**Run 1: power grid**

Pins as bars on the die edge.
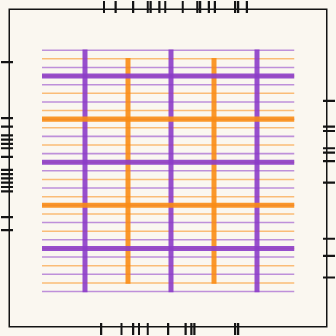
**Run 1: cells colored by class**

Scale bar: 20 um.
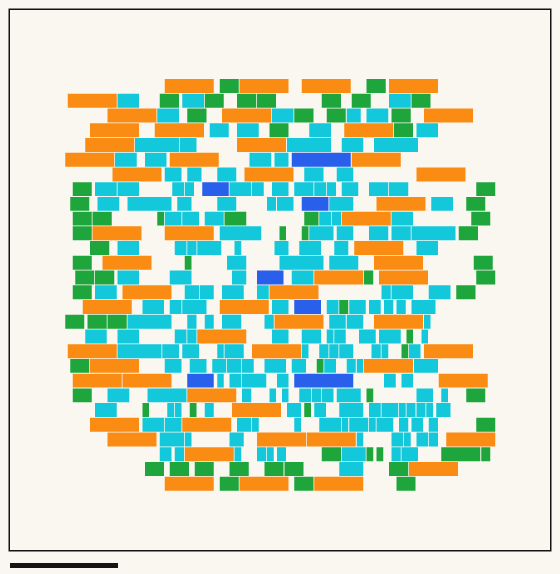
**Run 1: routed clock nets over the placement**

Scale bar: 20 um.
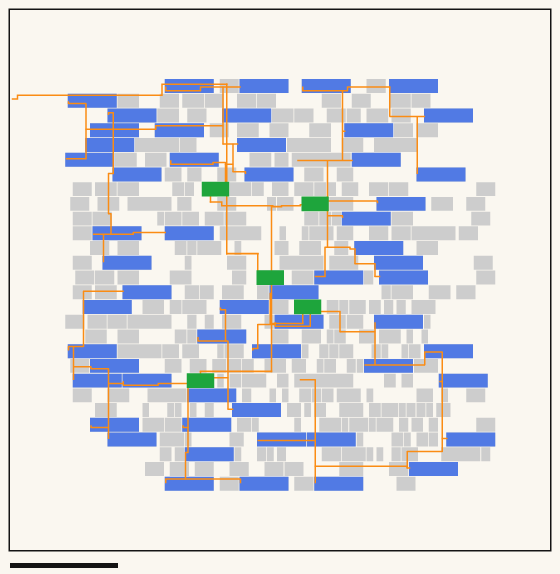
===== src/rtl/kmac_right_encode_if.sv =====
// rtl/kmac_right_encode_if.sv - byte stream interface carrying the right_encode output
interface kmac_right_encode_if;
  logic [7:0] byte_out;
  logic       byte_valid;
  logic       byte_ready;
  logic       byte_last;

  modport master (
    output byte_out,
    output byte_valid,
    output byte_last,
    input  byte_ready
  );

  modport slave (
    input  byte_out,
    input  byte_valid,
    input  byte_last,
    output byte_ready
  );
endinterface


===== src/rtl/kmac_right_encode.sv =====
// rtl/kmac_right_encode.sv - right_encode(x) byte serialiser: x bytes MSB first, then n
module kmac_right_encode #(
  parameter int VAL_W = 32
) (
  input  logic             clk,
  input  logic             rst_n,
  input  logic             start,
  input  logic [VAL_W-1:0] value,
  output logic [3:0]       enc_len,
  output logic             busy,
  output logic             done,
  kmac_right_encode_if.master bs
);

  localparam int NB = VAL_W >> 3;

  typedef enum logic [1:0] {
    IDLE   = 2'd0,
    EMIT_X = 2'd1,
    EMIT_N = 2'd2,
    DONE   = 2'd3
  } state_t;

  state_t           state;
  logic [VAL_W-1:0] x_q;
  logic [3:0]       n_q;
  logic [2:0]       idx;
  logic [3:0]       n_calc;

  // Select byte i (0 = least significant) of x
  function automatic logic [7:0] byte_of(input logic [VAL_W-1:0] x, input logic [2:0] i);
    return 8'(x >> {i, 3'b000});
  endfunction

  // Leading-zero-byte scan: n is one past the highest non-zero byte, minimum 1
  always_comb begin
    n_calc = 4'd1;
    for (int i = 0; i < NB; i++) begin
      if (value[i*8 +: 8] != 8'd0) begin
        n_calc = 4'(i + 1);
      end
    end
  end

  // Control FSM; all stream outputs are registered and loaded one cycle ahead
  always_ff @(posedge clk or negedge rst_n) begin
    if (!rst_n) begin
      state         <= IDLE;
      x_q           <= '0;
      n_q           <= 4'd0;
      idx           <= 3'd0;
      enc_len       <= 4'd0;
      busy          <= 1'b0;
      done          <= 1'b0;
      bs.byte_out   <= 8'd0;
      bs.byte_valid <= 1'b0;
      bs.byte_last  <= 1'b0;
    end else begin
      case (state)
        IDLE: begin
          if (start) begin
            x_q           <= value;
            n_q           <= n_calc;
            enc_len       <= n_calc + 4'd1;
            idx           <= 3'(n_calc - 4'd1);
            bs.byte_out   <= byte_of(value, 3'(n_calc - 4'd1));
            bs.byte_valid <= 1'b1;
            busy          <= 1'b1;
            state         <= EMIT_X;
          end
        end
        EMIT_X: begin
          if (bs.byte_valid && bs.byte_ready) begin
            if (idx == 3'd0) begin
              bs.byte_out  <= {4'd0, n_q};
              bs.byte_last <= 1'b1;
              state        <= EMIT_N;
            end else begin
              idx         <= idx - 3'd1;
              bs.byte_out <= byte_of(x_q, idx - 3'd1);
            end
          end
        end
        EMIT_N: begin
          if (bs.byte_valid && bs.byte_ready) begin
            bs.byte_out   <= 8'd0;
            bs.byte_valid <= 1'b0;
            bs.byte_last  <= 1'b0;
            done          <= 1'b1;
            state         <= DONE;
          end
        end
        DONE: begin
          done  <= 1'b0;
          busy  <= 1'b0;
          state <= IDLE;
        end
        default: state <= IDLE;
      endcase
    end
  end

endmodule


===== src/flat_wrapper.sv =====
// flat-port wrapper written by rule: the top's interface ports become plain ports
module kmac_right_encode_flat 
#(
  parameter int VAL_W = 32
)
  (clk, rst_n, start, value, enc_len, busy, done, bs_byte_out, bs_byte_valid, bs_byte_last, bs_byte_ready);
  kmac_right_encode_if bs_i ();
  input  logic clk;
  input  logic rst_n;
  input  logic start;
  input  logic [VAL_W-1:0] value;
  output logic [3:0] enc_len;
  output logic busy;
  output logic done;
  output wire logic [$bits(bs_i.byte_out)-1:0] bs_byte_out;
  output wire logic [$bits(bs_i.byte_valid)-1:0] bs_byte_valid;
  output wire logic [$bits(bs_i.byte_last)-1:0] bs_byte_last;
  input wire logic [$bits(bs_i.byte_ready)-1:0] bs_byte_ready;
  assign bs_byte_out = bs_i.byte_out;
  assign bs_byte_valid = bs_i.byte_valid;
  assign bs_byte_last = bs_i.byte_last;
  assign bs_i.byte_ready = bs_byte_ready;
  kmac_right_encode #(.VAL_W(VAL_W)) u_core (.clk(clk), .rst_n(rst_n), .start(start), .value(value), .enc_len(enc_len), .busy(busy), .done(done), .bs(bs_i));
endmodule

===== config.mk =====
export PLATFORM = sky130hd
export DESIGN_NAME = kmac_right_encode_flat
export DESIGN_NICKNAME = d
export VERILOG_FILES = /design/src/rtl/kmac_right_encode_if.sv /design/src/rtl/kmac_right_encode.sv /design/src/flat_wrapper.sv
export SDC_FILE = /design/constraint.sdc
export NUM_CORES = 1
export LEC_CHECK = 0
export CORE_MARGIN = 10
export CORE_UTILIZATION = 50
export CTS_BUF_LIST = sky130_fd_sc_hd__clkbuf_8
export DETAILED_ROUTE_END_ITERATION = 10
export GPL_TIMING_DRIVEN = 0
export HOLD_SLACK_MARGIN = 0.05
export PLACE_DENSITY_LB_ADDON = 0.2
export SYNTH_ARGS = -nofsm -noshare
export SYNTH_HDL_FRONTEND = slang
export SYNTH_SLANG_ARGS = --single-unit

===== constraint.sdc =====
create_clock -name clk -period 4.2 [get_ports clk]
set_input_delay 0.84 -clock clk [delete_from_list [all_inputs] [get_ports clk]]
set_output_delay 0.84 -clock clk [all_outputs]
set_load 0.02 [all_outputs]

==> notes.md, run 1 <==
Results of the run.

The run finished with clean final reports. Per the post-synthesis stats, the area per cell is 11.81 um^2. The overall die size recorded for this design is 9945 um^2. The power report lists the combinational group at 0.0930 mW. The final layout report lists a non-clock inverter count of 11. On the worst path, the slowest cell contributes a delay of 510 ps.

The area occupied by multi-input gates is 1658 um^2. The clock-cell share of area is 3.282%. In the layout the commonest cells are dfrtp_1 (56), clkdlybuf4s50_1 (50), mux2_2 (36). Global routing consumed, on the met2 layer, 28.42% of the routing resources. Per STA, the worst path accumulates the most delay in the family buffers and inverters. The all-layer global routing usage is 17.38%.

The cell with the largest stage delay on the worst path is clkdlybuf4s50_1. The average detailed-routed wire length per instance is 21.05 um. Among the non-sequential cells, multiplexers take the most area. The clock passes through at most 2 buffers. The met1 track demand over resource is 22.90%.

The TritonCTS clock tree is yes. The number of clock buffers inserted by TritonCTS is 5. The horizontal die dimension is 99.73 um. The main area contributors are dfrtp_1 (44%), mux2_2 (13%), mux4_2 (5.7%). The chip area from the yosys synthesis statistics is 3178 um^2. Per the cell usage report, the commonest logic cell in the layout is dfrtp_1. The number of cell rows is 28. Looking at area per cell type in the netlist, the leader is dfrtp_1. The fraction of final cell area spent on non-clock buffers in this run is 15.36%.

The max-slew check reports its worst relative slack as 23.24%. The dominant kind of cell by area is logic gates. The maximum clock skew at final layout is 5.856 ps. The synthesis warning total is 0. Counting the clock-network buffers in the layout gives 5. At the pin with the least slew margin, the transition time is 1143 ps. The number of sinks handled by clock tree synthesis is 56. The minimum clock period after layout is 3793 ps. The final-stage net count is 372. The report lists the cells along the critical path as clkdlybuf4s50_1 -> nor4_2 -> and2_1 -> buf_2 -> buf_4 -> o31ai_1 -> inv_1 -> ha_1 -> clkbuf_1 -> a211oi_1 -> o41ai_1.

Note that the worst hold path type here is flip-flop to flip-flop. For this run, the register share of the synthesized area comes to 44.09%. Per the layout report, the design carries 69 non-clock buffers. The first TritonRoute pass finished after 4 iterations. The final antenna diode tally reported by the flow is 0. For this floorplan the total number of well-tap instances is 75.

The peak supply drop is 185.3 uV. The height of the die is 99.73 um. Per the synthesis report, the number of distinct cell types is 44. The flip-flop and latch count after synthesis is 56. The fraction of synthesized area in multiplexers is 20.31%. The arrival time of the worst setup path is 3990 ps. The internal portion of the total power is 0.8260 mW.

The internal reg-to-reg setup slack is 1480 ps. The fraction of the mapped netlist area in adder cells is 3.150%. According to the cell report, the number of logic gates is 185. The post-synth tally of flip-flops with integrated enable is 0. The commonest register cell is dfrtp_1. The final timing report lists a max-slew violation count of 0. Summing the areas of all and, or, nand and nor instances in the mapped netlist gives 13.11% of the synthesized area. The clock latency at the later pin of the worst-skew pair is 310 ps.

The cell area that synthesis handed to floorplanning was 3178 um^2. The deepest level of the CTS H-tree is 2. The critical path in this run is classified as input pin to flip-flop. Dividing the detail-routed via count by the number of cells gives 6.099. In the placement report, post-DP HPWL is listed as 6302 um. The number of sequential cells in the layout is 56. After synthesis, the design contains 269 cells according to Yosys. Synthesis handed over a netlist of 269 instances. The tool flagged a number of max-cap violations equal to 0. The proportion of synthesized flip-flops having asynchronous set or reset is 100.0%.

Before placement the cells fill 52.44% of the core. Hold-check failures listed in the final report amount to 0. The layout report gives the multi-input gate share of total cell area as 42.22%. The and-or/or-and share of the synthesized area is 15.31%. The logs give a warning total of 31. Dividing the final minimum period by the clock period gives 90.31%. The top-level I/O count is 52. Of the post-synthesis cell area, the dominant cell type holds 44.09%. The final weighted congestion of routability-driven global placement is 0.8415. The post-cts hold buffer count is 0. The number of gates resized after CTS is 0. Setup repair after global routing left no endpoint under its margin. The most heavily used metal layer in global routing is met2. The type of destination of the critical path is a flip-flop.

The via count is 2458. The total global routing overflow is 0. The clock-pin slew reported for the worst setup and hold paths after clock tree synthesis is 100 ps. Looking at the post-CTS report, the setup buffer insertion count equals 0. In this run, the combinational gates consume 8.8% of the power.

The violation count after the first detailed-routing iteration is 145. For the sequential group, total power comes out at 0.546 mW.
-- 'power grid' (at the start) --
- VDD: orange
- VSS: purple
- met1 rails: 29
- signal pins: 52
- met4 straps: 5
- met5 straps: 5
- rows: 28

-- 'cells colored by class' (at the start) --
- other buffers and delay cells: green (cells 69; share of their area 16%)
- flops: orange (cells 56; share of their area 37%)
- clock drivers and dummy loads: blue (cells 7; share of their area 3.4%)
- combinational and other logic: cyan (cells 196; share of their area 44%)
sequential cell area share: 35.69%
post-route core utilization: 64.78%
placeable core region: 6061 um^2

-- 'routed clock nets over the placement' (at the start) --
- clock drivers: green (count 5)
- flip-flops: blue (count 56)
- clock wires: orange (length 703 um)
- routed clock nets: 6

==> run 1: flip-flops by register name (all words and copies together) (netlist names) <==
signal,flops
u_core.bs.byte_last,1
u_core.bs.byte_out,8
u_core.bs.byte_valid,1
u_core.busy,1
u_core.done,1
u_core.enc_len,4
u_core.idx,3
u_core.n_q,3
u_core.state,2
u_core.x_q,32
==> run 1: metrics by stage <==
step           utilization (%)  std cells  worst slack [ps]  instance area, um^2  hold WS [ps]
2_1_floorplan                -        269              1244                 3178         441.8
3_3_place_gp             62.41        395             177.5                 3782         457.7
3_5_place_dp             62.65        396             140.0                 3797         467.8
4_1_cts                  64.78        403             437.9                 3926         491.6
5_1_grt                  64.78        403             208.4                 3926         534.7
6_report                 64.78        403             406.8                 3926         487.3
==> run 1: worst paths after layout <==
kind / startpoint / endpoint / cells past startpoint
max: value[24] / u_core.bs.byte_out[2] / 11
min: u_core.n_q[0] / u_core.n_q[0] / 2
max reg2reg: u_core.idx[0] / u_core.bs.byte_out[1] / 8
min reg2reg: u_core.n_q[0] / u_core.n_q[0] / 2
max in group asynchronous: rst_n / u_core.x_q[26] / 2
min in group asynchronous: rst_n / u_core.done / 1
==> run 1: cells in the mapped netlist (3+ instances only) <==
cell type / count
dfrtp_1: 56
mux2_2: 36
a21oi_1: 12
nand2_1: 11
clkbuf_1: 10
inv_1: 10
nand2b_1: 10
o211a_1: 9
o21ai_0: 9
o31ai_1: 9
a211oi_1: 8
ha_1: 8
mux4_2: 8
nor4b_1: 8
o41ai_1: 8
mux2i_1: 6
and2_1: 4
and3_1: 4
nor2b_1: 4
nor4_2: 4
buf_1: 3
nand3_1: 3
nor2_1: 3
nor3_1: 3
==> run 1: metal layers <==
layer,up-vias,part of all wire (%)
met1,1234,43
li1,1142,-
met4,0,0.72
met2,76,48
met5,-,0
met3,6,7.5
==> run 2: changes to the inputs <==
CORE_MARGIN = 2   (was 10)
==> run 2 against run 1 <==
  * Hold slack improved by 3.3 ps
  * Die size decreased by 30%
  * Routed wire length decreased by 4.8%
  * Critical endpoint is now u_core.bs.byte_out[3]
  * Largest cell class unchanged
==> notes.md, run 2 <==
Results of the run.

The deepest level of the CTS H-tree is 2 (unchanged). The layout summary lists the proportion of cells stronger than drive strength 1 as 20.67%. The top-level I/O count is 52 (unchanged). The count of endpoints failing setup in the final report is 0. The type of destination of the critical path is a flip-flop. When the netlist entered floorplanning its net count stood at 313.

The TritonCTS clock tree is yes. The routed length on met2 was 3886 um (-5.5%). The worst slack after detailed placement is 147.8 ps (+7.793 ps). The capture endpoint of the worst hold path is u_core.enc_len[3]. The path type of the worst setup path is input pin to flip-flop. The post-cts hold buffer count was 0 (unchanged).

The horizontal die dimension is 83.73 um (-16%). The fraction of post-synthesis cell area in the top cell type by area is 44.09% (unchanged). The number of clock buffer instances in the layout was 5 (unchanged). Looking at hold timing, the worst path starts from u_core.enc_len[3]. The most common logic cell in the routed design is dfrtp_1.

The flip-flop and latch count after synthesis was 56 (unchanged). In the final design, more cell area goes to logic gates than to any other class. The largest registers in the layout are u_core.x_q x32, u_core.bs.byte_out x8, u_core.enc_len x4.

The first-pass GRT wire length is 13180 um. The tally of OpenROAD warnings was 31 (unchanged). The storage element area is 1401 um^2. The register with the highest flop count is u_core.x_q.

The power per unit of standard cell area is 253.4 nW/um^2. The maximum buffer depth of the clock tree is 2 (unchanged). The minimum clock period after layout was 3751 ps (-42.13 ps). The routing usage on met3 is 3.956%.

The non-clock inverter count in the final layout is 11 (unchanged). The number of placed instances with taps included is 398 (+0.51%). The wire length on met1 came to 3646 um (-0.63%). The final weighted congestion of routability-driven global placement came to 0.8230 (-2.2%).

The average via count per standard cell is 6.096 (about the same). The worst hold path stage count is 1 (-1). The worst slew margin relative to its limit came to 14.86% (-8.4 points). Per the cell usage report, the commonest logic cells after layout are dfrtp_1 (56), clkdlybuf4s50_1 (50), mux2_2 (36). The switching part of the total power is 22.62%. The most heavily used metal layer in global routing is met2. The number of pins exceeding their max-slew limit in the final report came to 0 (unchanged). The worst setup slack after layout is 449.0 ps (+42.13 ps). The estimated wirelength of the detail-placed design is 5896 um (-6.4%). The most critical min-delay path falls under flip-flop to flip-flop. The sequential area share after synthesis is 44.09% (unchanged). Per the timing report, the most critical flop-to-flop path finishes at u_core.bs.byte_out[2]. The clock-pin slew reported for the worst setup and hold paths after clock tree synthesis is 100 ps (about the same). Setup repair after global routing left no endpoint under its margin. The cell chosen for the clock root is clkbuf_8. The final cycle utilization of the critical path is 89.31% (-1.0 points). The DRC violation count after routing is 0. The initial core utilization is 50.92% (-1.5 points).

The synthesized area per cell is 11.81 um^2 (unchanged). The arrival time of the worst setup path is 3920 ps (-70 ps). The violation count after the first detailed-routing iteration is 210 (+45%). The total core area was 6241 um^2 (+3.0%).

The initial antenna violation count is 0. The number of sinks handled by clock tree synthesis is 56 (unchanged). The multi-input combinational cell count is 185 (unchanged).

The met2 routing resource usage after global routing was 38.91% (+10 points). The met3 wire length is 470 um (-26%). The peak supply drop is 149.7 uV (-19%). Looking at the critical path, the highest net fanout was 10. Summed over all nets, the switching power comes to 0.2240 mW. The top metal layer carrying routed signals is met4. The static leakage is 1.751 nW. The met1 track demand over resource is 34.64% (+12 points). The sequential portion of the cell area is 35.86% (+0.17 points). The post-synthesis cell count was 269 (unchanged).

The tap cell count is 77 (+2.7%). The final number of hold-violating endpoints is 0 (unchanged). The height of the die is 83.73 um (-16%). The number of sequential cells in the layout is 56 (unchanged). The count of instantiated cells in the yosys netlist is 269 (unchanged). The max-cap check violation count was 0 (unchanged).

The die footprint is 7010 um^2 (-30%). The most frequent cell after synthesis is dfrtp_1. The proportion of power drawn by combinational gates is 9.4% (+0.6 points). The flow ran to the end, and the final reports show no timing, DRC or antenna violations. The length in cells of the worst reg-to-reg path is 8 (unchanged). The internal reg-to-reg setup slack is 1490 ps (about the same). The count of antenna diodes in the layout came to 0 (unchanged). Counting instances in the post-synthesis netlist gives the leading cell types as dfrtp_1 (56), mux2_2 (36), a21oi_1 (12). The internal power came to 0.7660 mW (-7.3%). The average detailed-routed wire length per instance is 19.89 um (-5.5%).

The final cell count without fillers is 406 (+0.74%). Nets still carrying antenna violations after routing amount to 0. The final-stage net count came to 372 (unchanged). The commonest register cell is dfrtp_1. The proportion of synthesized flip-flops having asynchronous set or reset is 100.0% (unchanged). The chip area from the yosys synthesis statistics is 3178 um^2 (unchanged).

Yosys attributes the largest share of cell area to dfrtp_1 (44%), mux2_2 (13%), mux4_2 (5.7%). The buffer share of cell area came to 15.43% (+0.074 points). The part of the power in registers is 55.2%.

The total standard cell area after synthesis was 3178 um^2 (unchanged). The number of gates resized after CTS is 0 (unchanged). The actual transition at the worst max-transition pin is 1267 ps (+124.7 ps). The post-synth tally of flip-flops with integrated enable was 0 (unchanged).

The area occupied by multi-input gates is 1658 um^2 (unchanged). The launch instance of the worst register-to-register path is u_core.idx[0]. The total global routing overflow was 0 (unchanged). The clock-cell share of area came to 2.754% (-0.53 points). The unique cell type count in the Yosys netlist was 44 (unchanged). The number of optimization iterations in the first detailed-route pass is 4 (unchanged). The total of plain and repair buffers excluding clock buffers is 69 (unchanged). The cell type that accounts for the most area after synthesis is dfrtp_1. The number of buffers inserted to repair setup after CTS is 0 (unchanged). The flip-flop count of the largest register, all copies and words added is 32 (unchanged). Port buffering added 51 buffers. The share of cell area taken by multi-input logic gates was 42.43% (+0.20 points). The synthesis warning total is 0 (unchanged).
## run 2: cell counts after synthesis
No cell type changed its count.
## run 2: critical path, stage by stage
cell and delay (ps):
clkdlybuf4s50_1 490, or4_4 580, o31ai_1 490, inv_1 100
ha_1 450, buf_1 460, nor4b_1 380, o41ai_1 110
## run 2: worst max-delay path by stage
stage,from,endpoint,depth (start not counted)
3_5_place_dp,value[23],u_core.bs.byte_out[1],9
2_1_floorplan,value[13],u_core.bs.byte_out[2],7
4_1_cts,value[23],u_core.bs.byte_out[1],9
5_1_grt,value[23],u_core.bs.byte_out[0],9
3_3_place_gp,value[28],u_core.bs.byte_out[2],11
6_report,value[12],u_core.bs.byte_out[3],8
## run 2: stage by stage
| stage | utilization, % | power (mW) | instance area [um^2] | hold slack, ps |
|---|---|---|---|---|
| floorplan | - | 0.5779 | 3178 | 441.8 |
| global placement | 60.65 | 0.6482 | 3785 | 456.5 |
| detailed placement | 60.89 | 0.6503 | 3800 | 470.3 |
| CTS | 62.61 | 0.9998 | 3908 | 492.2 |
| global route | 62.61 | 1.029 | 3908 | 522.1 |
| finish | 62.61 | 0.9900 | 3908 | 490.6 |
## run 2: power by group through the flow
stage | combinational (mW) | clock [mW] | sequential, mW
floorplan | 0.0155 | 0 | 0.562
global placement | 0.0912 | 0 | 0.557
detailed placement | 0.0934 | 0 | 0.557
CTS | 0.0937 | 0.360 | 0.546
global route | 0.0995 | 0.383 | 0.547
finish | 0.0932 | 0.351 | 0.546
## run 2: logic make-up (layout without fill, tap and decap cells)
family / after synthesis / after routing / synth area share [%]
fa+ha+maj: 8 / 8 / 3.150
xor+xnor: 1 / 1 / 0.2756
simple gates: 61 / 61 / 13.11
buf+inv: 28 / 88 / 3.740
mux: 50 / 50 / 20.31
flops: 56 / 56 / 44.09
compound gates: 65 / 65 / 15.32
**Run 2: cells colored by class**

Scale bar: 20 um.
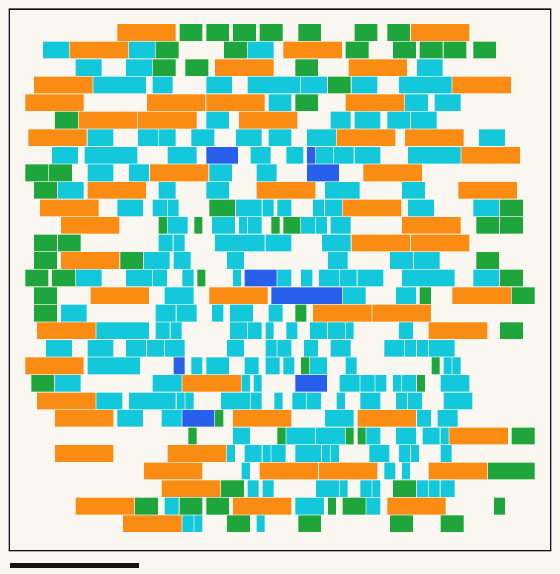
- other buffers and delay cells: green (cells 69; share of their area 16%)
- flops: orange (cells 56; share of their area 37%)
- clock drivers and dummy loads: blue (cells 8; share of their area 2.8%)
- combinational and other logic: cyan (cells 196; share of their area 45%)
post-route core utilization: 62.61%
total non-filler cell area in the finished layout: 3908 um^2
number of rows created at floorplan: 29

**Run 2: metal layers overlaid**

Only two layers are drawn.
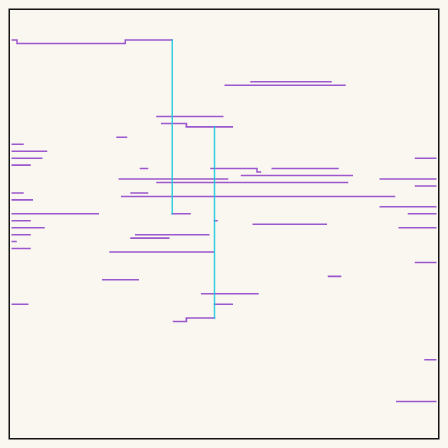
- metal 4: cyan (wire length 71.4 um)
- metal 3: purple (wire length 471 um)
Total Routing Usage GR: 24.13%
total via count after detailed routing: 2475
Detailed Route WL: 8074 um

**Run 2: clock wiring as the flow saved it**

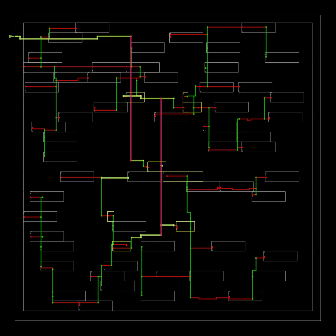
Clock Latency Late Sink: 310 ps
final worst clock skew: 4.662 ps
Num CTS Buffers: 5

==> run 3: changes to the inputs <==
ABC_CLOCK_PERIOD_IN_PS = 4200   (was unset)
==> run 3 against run 2 <==
  * Critical endpoint unchanged
  * Sequential power hardly changed
  * Area after synthesis unchanged
  * Design area unchanged
  * Flip-flop count is the same
  * Register-to-register slack hardly changed
  * Fmax stayed put
  * Critical path depth did not move
  * Largest cell class unchanged
  * Largest power group unchanged
  * Setup slack stayed put
==> notes.md, run 3 <==
Results of the run.

The run finished with clean final reports. The number of cell rows is 29 (unchanged). The deepest level of the CTS H-tree is 2 (unchanged). The maximum buffer depth of the clock tree was 2 (unchanged). The unique cell type count in the Yosys netlist came to 44 (unchanged). The average detailed-routed wire length per instance is 19.89 um (unchanged).

The clock latency at the later pin of the worst-skew pair is 310 ps (about the same). The maximum clock skew at final layout came to 4.662 ps (unchanged). Ranked by instance count, the synthesized netlist is headed by dfrtp_1 (56), mux2_2 (36), a21oi_1 (12). The synthesis warning total is 0 (unchanged). The total wire length after detailed routing was 8074 um (unchanged).

The worst hold slack after final layout is 490.6 ps (unchanged). Leaving out fill and tap cells, the most frequent cells in the layout are dfrtp_1 (56), clkdlybuf4s50_1 (50), mux2_2 (36). The number of sinks handled by clock tree synthesis is 56 (unchanged). The power per unit of standard cell area is 253.4 nW/um^2 (unchanged).

The clock-pin slew reported for the worst setup and hold paths after clock tree synthesis is 100 ps (about the same). The largest registers in the layout are u_core.x_q x32, u_core.bs.byte_out x8, u_core.enc_len x4. The net count of the mapped netlist came to 313 (unchanged). The arrival time of the worst setup path is 3920 ps (about the same). The initial antenna violation count is 0 (unchanged). The count of antenna diodes in the layout is 0 (unchanged). The register with the highest flop count is u_core.x_q. The estimated wirelength of the detail-placed design is 5896 um (unchanged).

The flip-flop and latch count after synthesis is 56 (unchanged). The total standard cell area after synthesis is 3178 um^2 (unchanged). The number of clock buffers inserted by TritonCTS is 5 (unchanged). The main flop type is dfrtp_1. The first-pass GRT wire length is 13180 um (unchanged).

The via count is 2475 (unchanged). The tally of buffers added on design ports is 51 (unchanged). The number of pins exceeding their max-slew limit in the final report was 0 (unchanged). The max-cap check violation count is 0 (unchanged). The type of the tightest min-delay check is flip-flop to flip-flop. The number of gates resized after CTS is 0 (unchanged). The height of the die was 83.73 um (unchanged). The number of nets with antenna violations after detailed routing is 0 (unchanged).

The top-level I/O count is 52 (unchanged). The count of buffering cells on the critical path with inverters included is 3 (unchanged). The final design utilization is 62.61% (unchanged). The ratio of cells with drive above 1 in the final layout is 20.67% (unchanged). Yosys attributes the largest share of cell area to dfrtp_1 (44%), mux2_2 (13%), mux4_2 (5.7%). The proportion of synthesized flip-flops having asynchronous set or reset is 100.0% (unchanged).

The most frequent cell after synthesis is dfrtp_1. The final number of hold-violating endpoints is 0 (unchanged). The initial core utilization is 50.92% (unchanged). The cell type with the largest total area is dfrtp_1. The total power is 0.9900 mW (unchanged). The most common logic cell in the routed design is dfrtp_1. The count of instantiated cells in the yosys netlist came to 269 (unchanged). The synthesized area per cell is 11.81 um^2 (unchanged). The path type of the worst setup path is input pin to flip-flop.

The total global routing overflow came to 0 (unchanged). The tally of OpenROAD warnings came to 31 (unchanged). The horizontal die dimension is 83.73 um (unchanged). The type of destination of the critical path is a flip-flop. The die footprint is 7010 um^2 (unchanged). The total core area is 6241 um^2 (unchanged). The number of buffers inserted to repair setup after CTS came to 0 (unchanged).

The largest fanout on the critical path is 10 (unchanged). The kind of cell adding the most delay to the critical path is buffers and inverters. The minimum clock period after layout was 3751 ps (unchanged). The final weighted congestion of routability-driven global placement is 0.8230 (unchanged). The post-cts hold buffer count is 0 (unchanged). The violation count after the first detailed-routing iteration is 210 (unchanged). The peak supply drop was 149.7 uV (unchanged). The actual transition at the worst max-transition pin was 1267 ps (unchanged). The static leakage is 1.751 nW (unchanged).

The DRC violation count after routing was 0 (unchanged). The cell with the largest stage delay on the worst path is or4_4. The fraction of post-synthesis cell area in the top cell type by area came to 44.09% (unchanged). The number of optimization iterations in the first detailed-route pass is 4 (unchanged). The worst slew margin relative to its limit is 14.86% (unchanged). The sequential area share after synthesis came to 44.09% (unchanged).

The count of endpoints failing setup in the final report is 0 (unchanged). The largest stage delay on the critical path was 580 ps (about the same).
run 3: cell counts after synthesis:
No cell type changed its count.
run 3: layout make-up:
cell class	count	area (um^2)
fill	517	2333
multi-input combinational	185	1658
sequential	56	1401
timing repair buffer	52	525.5
tap	77	96.34
buffer	17	77.57
clock buffer	5	68.82
inverter	11	41.29
clock inverter	3	38.79
run 3: final timing paths:
kind                                        start                     to  slack, ps  cells past startpoint
worst min-delay path            u_core.enc_len[3]      u_core.enc_len[3]        490                      1
worst min register to register  u_core.enc_len[3]      u_core.enc_len[3]        490                      1
max in group asynchronous                   rst_n  u_core.bs.byte_out[3]       3070                      2
worst max register to register      u_core.idx[0]  u_core.bs.byte_out[2]       1490                      8
worst max-delay path                    value[12]  u_core.bs.byte_out[3]        450                      8
min in group asynchronous                   rst_n   u_core.bs.byte_valid        540                      1
run 3: power breakdown:
group | internal (mW) | switching, mW
Clock | 0.175 | 0.176
Combinational | 0.0477 | 0.0455
Sequential | 0.543 | 0.00277
Total | 0.766 | 0.224
run 3: kinds of logic after synthesis:
| group | after synthesis | share of synthesized area (%) |
|---|---|---|
| adders and majority gates | 8 | 3.150 |
| AOI/OAI and AO/OA | 65 | 15.32 |
| and+or+nand+nor | 61 | 13.11 |
| buffers and inverters | 28 | 3.740 |
| xor gates and xnor gates | 1 | 0.2756 |
| DFF | 56 | 44.09 |
| muxes | 50 | 20.31 |
run 3: per-stage QoR:
step	worst slack (ps)	cells	instance area (um^2)
after floorplan	1244	269	3178
final	449.0	406	3908
after global routing	261.0	406	3908
after CTS	485.1	406	3908
after detailed placement	147.8	398	3800
after global placement	193.8	397	3785
run 3: per-layer routing:
layer,vias to the layer above,GRT usage (%),wire length [um]
met2,70,38.91,3886
li1,1143,-,-
met3,6,3.956,470
met5,-,0,0
met1,1256,34.64,3646
met4,0,5.279,71
**Run 3: metal layers overlaid**

Only two layers are drawn.
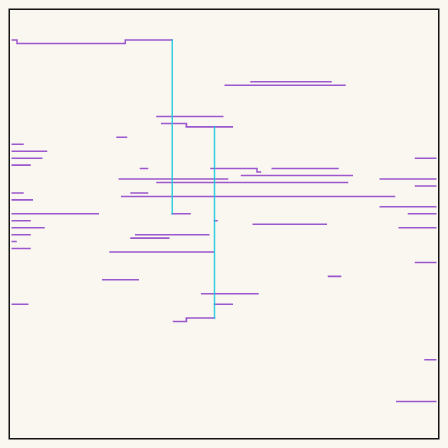
- metal 3: purple (wire length 471 um)
- metal 4: cyan (wire length 71.4 um)

**Run 3: power grid**

Pins as bars on the die edge.
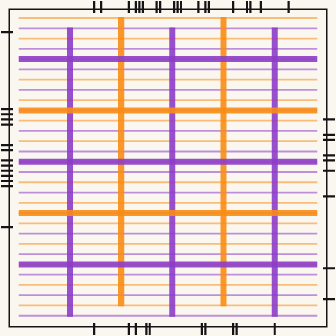
- VSS: purple
- VDD: orange
- signal pins: 52
- met5 straps: 5
- met1 rails: 30
- rows: 29
- met4 straps: 5

**Run 3: clock wiring as the flow saved it**

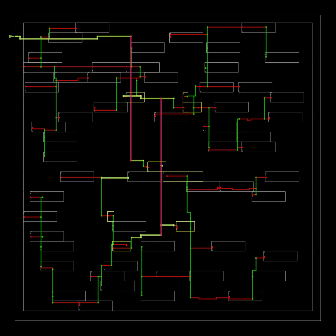
number of clock buffer instances in the layout: 5
Clock Power: 0.351 mW
flop count: 56

Power is estimated from default activity; no workload was simulated.
